### Wires at chosen ports, followed through buffers, run 1

Drawn at 2 px/µm.
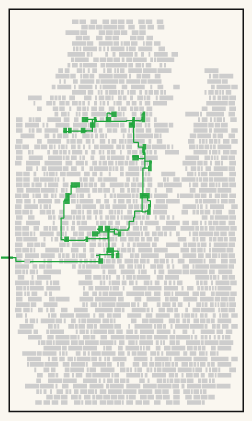
### Pin map, run 1

Drawn at 3 px/µm. Pins as bars across the die edge, other pins in gray.
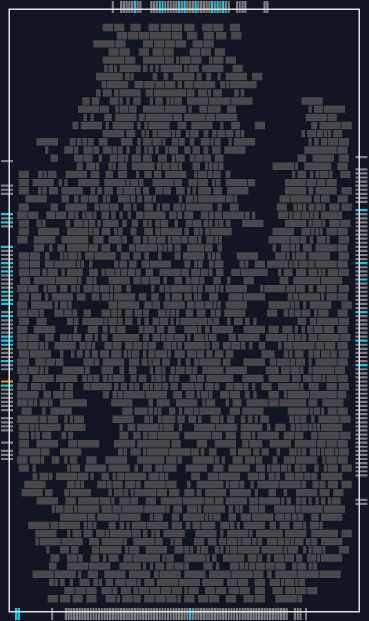
### Signal wires by layer, run 1

Drawn at 2 px/µm. Two of the layers only.
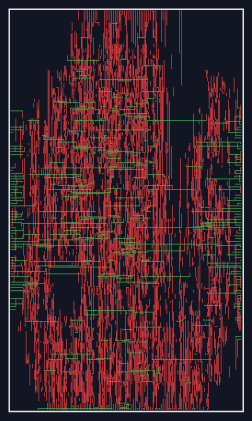
### The metal 2 layer, run 1

Drawn at 3 px/µm.
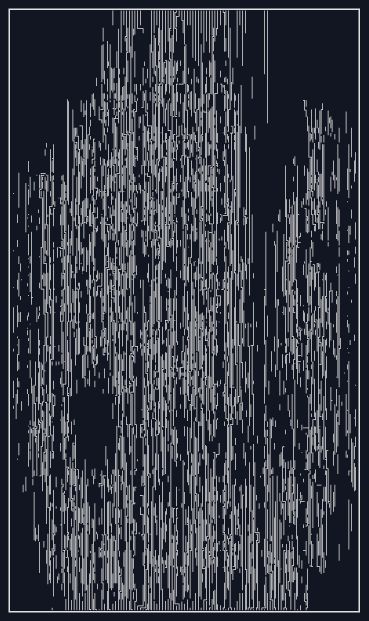
==> config.mk <==
export PLATFORM = sky130hd
export DESIGN_NAME = if_id_fetch_stage_flat
export DESIGN_NICKNAME = d
export VERILOG_FILES = /design/src/rtl/if_id_fetch_stage_if.sv /design/src/rtl/if_id_fetch_stage.sv /design/src/flat_wrapper.sv
export SDC_FILE = /design/constraint.sdc
export NUM_CORES = 1
export LEC_CHECK = 0
export CORE_ASPECT_RATIO = 1.75
export CORE_MARGIN = 2
export CORE_UTILIZATION = 50
export CTS_CLUSTER_DIAMETER = 50
export DETAILED_ROUTE_END_ITERATION = 12
export GPL_ROUTABILITY_DRIVEN = 0
export PLACE_DENSITY = 0.86
export SYNTH_ARGS = -nofsm -noshare
export SYNTH_HDL_FRONTEND = slang
export SYNTH_SLANG_ARGS = --single-unit
export TNS_END_PERCENT = 30
==> constraint.sdc <==
create_clock -name clk_i -period 2.9 [get_ports clk_i]
set_clock_uncertainty 0.15 [all_clocks]
set_input_delay 0.29 -clock clk_i [delete_from_list [all_inputs] [get_ports clk_i]]
set_output_delay 0.29 -clock clk_i [all_outputs]
set_load 0.02 [all_outputs]
==> impl_metrics.ini, run 1 <==
; yosys + openroad results
[power_and_ir_drop]
p_clk_mw = 3.05
comb_cell_power_mw = 5.57
p_sw_mw = 5.06
vdd_drop_max_v = 0.000605
finalPower_mw = 13.0
p_comb_share_pct = 42.8
seq-power_mw = 4.39
p_per_area_mw_per_mm2 = 893

[clock_network]
cts.sinks = 227
hold_buffers = 0
clockRootBuffer = clkbuf_16
clk_pin_slew_ns = 0.07
cts_resized = 0

[sta]
maxSlewViolCount = 0
setup_viol = 0
hold_violations = 0
setup_tns_ns = 0
rsz0062_at_grt = false

[yosys]
ys_seq_share_pct = 41.3
synthDistinctLibCells = 70
synthTopCellsByArea = dfxtp_1 41%, nor2_1 8.0%, a221oi_1 5.8%
ys_sh_aoi_pct = 17.8
synthMuxAreaShare_pct = 0.489
yosys_warnings = 0
top_cell_area_share_pct = 41.3
avgSynthCellArea_um2 = 8.29
post-synth-top-count-cell = nor2_1
ys.flops = 227
ys_sh_simple_pct = 25.0

[route]
via_per_inst = 6.11
top_layer = met4
wl_met1_mm = 12.3
drt_iter0_markers = 1090
first_pass_iters = 6

[finish]
seq-cell-share_pct = 31.2
logic_gate_count = 950
comb_area_mm2 = 0.00574
area_growth_pct = 32.3
lay_top_count = clkdlybuf4s50_1
final_area_mm2 = 0.0146
n_antenna_cell = 3
final-seq-area_mm2 = 0.00454

[grt]
grt_pass1_wl_mm = 54.3
antenna_found_initial = 2

[setup_path]
cp-start-kind = register
end_kind = register
crit_path_max_fanout = 7
crit_buf_inv = 1
slowest_delay_ns = 0.57

[placement]
place_ws_ns = 0.0111
hpwl_mm = 24.1

[run_status]
status = completed
Back to the opening pictures, 'Wires at chosen ports, followed through buffers':
legend:
  flush_i:
    color: green
    direction: input
    end_cells: 37
    wire: 337 µm
num ports: 264
PortBufs: 261

Back to the opening pictures, 'Pin map':
legend:
  branch_target_i:
    color: cyan
    pins: 32
    direction: input
    edge: 14 left, 9 top, 6 right, 3 bottom
  flush_i:
    color: orange
    pins: 1
    direction: input
    edge: left
Die Height: 200 µm
Die W: 116 µm

Back to the opening pictures, 'Signal wires by layer':
legend:
  M3:
    color: green
    wire_length: 2620 µm
  M2:
    color: red
    wire_length: 17700 µm
GRT Util Overall: 28.7%
vias: 11.3k
wire per inst: 18.9 µm
final WL: 34.8 mm

Back to the opening pictures, 'The metal 2 layer':
main direction: vertical
nets with wire on the layer: 1416
longest straight run: 52.4 µm
wire length on this layer: 17700 µm
share of all routed wire: 51%
met2 GRT Util: 50.6%

### Placement view, run 1

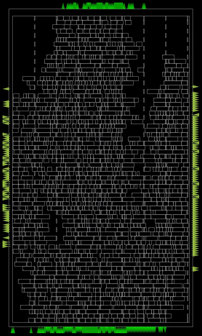

==> run 2: changes to the inputs <==
--- a/config.mk
+++ b/config.mk
@@ -5,13 +5,14 @@
 export SDC_FILE = /design/constraint.sdc
 export NUM_CORES = 1
 export LEC_CHECK = 0
+export CAP_MARGIN = 40
 export CORE_ASPECT_RATIO = 1.75
 export CORE_MARGIN = 2
-export CORE_UTILIZATION = 50
+export CORE_UTILIZATION = 47
 export CTS_CLUSTER_DIAMETER = 50
 export DETAILED_ROUTE_END_ITERATION = 12
 export GPL_ROUTABILITY_DRIVEN = 0
-export PLACE_DENSITY = 0.86
+export PLACE_DENSITY = 0.82
 export SYNTH_ARGS = -nofsm -noshare
 export SYNTH_HDL_FRONTEND = slang
 export SYNTH_SLANG_ARGS = --single-unit
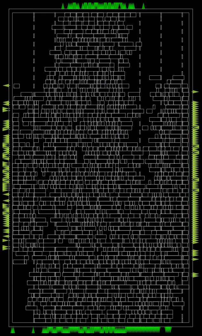
*Placement view, run 2*
Fill cells: 1949
registers: 227
well tap count: 304
core footprint: 0.0231 mm²
final core utilization: 63.0%

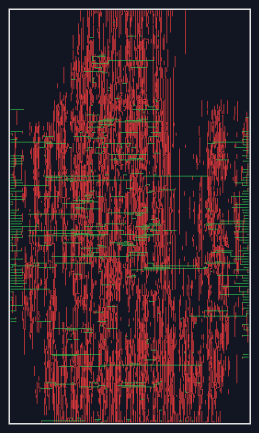
*Signal wires by layer, run 2*
Drawn at 2 px/µm. Two of the layers only.
legend:
  M3:
    color: green
    wire_length: 2100 µm
  M2:
    color: red
    wire_length: 17700 µm
vias: 11.1k
wire per inst: 18.6 µm
final WL: 34.4 mm
GRT Util Overall: 26.6%

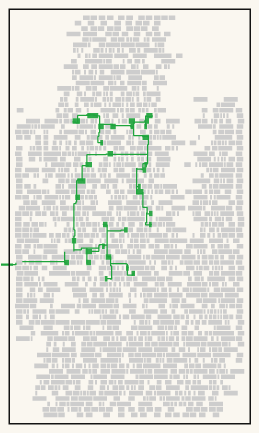
*Wires at chosen ports, followed through buffers, run 2*
Drawn at 2 px/µm.
legend:
  flush_i:
    color: green
    direction: input
    end_cells: 37
    wire: 367 µm

==> run 2 against run 1 <==
  * Worst setup slack gained 0.0052 ns
  * Register-to-register slack hardly changed
  * Critical endpoint is now u_core.stall_cnt_o[30]
  * Synthesized area unchanged
  * Die area is 6.2% higher
  * Critical path type unchanged
  * Worst hold slack improved by 0.27 ns
  * Maximum frequency grew 0.19%
  * Synthesized cell count unchanged
  * Largest power group unchanged
  * First-iteration DRC count fell by 6.4%
  * Largest cell class unchanged
  * Global-route usage shrank 2.1 points
==> impl_metrics.ini, run 2 <==
; yosys + openroad results
[finish]
logic_gate_count = 950
area_growth_pct = 32.4
seq-cell-share_pct = 31.2
fin_cells = 1853
clk_share_pct = 5.13
final_area_mm2 = 0.0146
comb_area_mm2 = 0.00573
lay_top_count = clkdlybuf4s50_1
final.clkbuf_count = 29
n_antenna_cell = 1

[yosys]
synthTopCellsByArea = dfxtp_1 41%, nor2_1 8.0%, a221oi_1 5.8%
synthMuxAreaShare_pct = 0.489
ys_sh_aoi_pct = 17.8
top_cell_area_share_pct = 41.3
adder_share_pct = 1.25
ys_sh_simple_pct = 25.0
synthArstFlopShare_pct = 0
synthDistinctLibCells = 70
yosys_warnings = 0
edf_count = 0
ys.flops = 227

[sta]
setup_slack_ns = 0.183
setup_viol = 0
rsz0062_at_grt = false
hold_violations = 0
maxSlewViolCount = 0
setup_tns_ns = 0

[floorplan]
die_w_um = 120
io-pin-count = 264
dieHeight_um = 207
rows = 74

[setup_path]
cp-start-kind = register
end_kind = register
worst_r2r_path_depth = 9
crit_path_max_fanout = 7
cp.depth = 9
crit_buf_inv = 1

[clock_network]
clockRootBuffer = clkbuf_16
cts.sinks = 227
hold_buffers = 1
cts.htree.levels = 1
clk_pin_slew_ns = 0.07
cts_resized = 0

[route]
drt_iter0_markers = 1020
wl_met1_mm = 12.7
top_layer = met4
antenna_left = 0
first_pass_iters = 6
via_per_inst = 6.00

[power_and_ir_drop]
p_clk_mw = 2.96
finalPower_mw = 13.0
p_per_area_mw_per_mm2 = 889
vdd_drop_max_v = 0.000593
seq-power_mw = 4.46
p_sw_mw = 5.00
comb_cell_power_mw = 5.53
p_comb_share_pct = 42.7

[grt]
grt_use_met2_pct = 48.0
grt_start_max_net_pins = 79
antenna_found_initial = 1
grt_pass1_wl_mm = 53.9

[run_status]
status = completed

[placement]
portBuffers = 261
place_ws_ns = -0.0295
hpwl_mm = 24.1
Power and IR drop assume default switching activity.
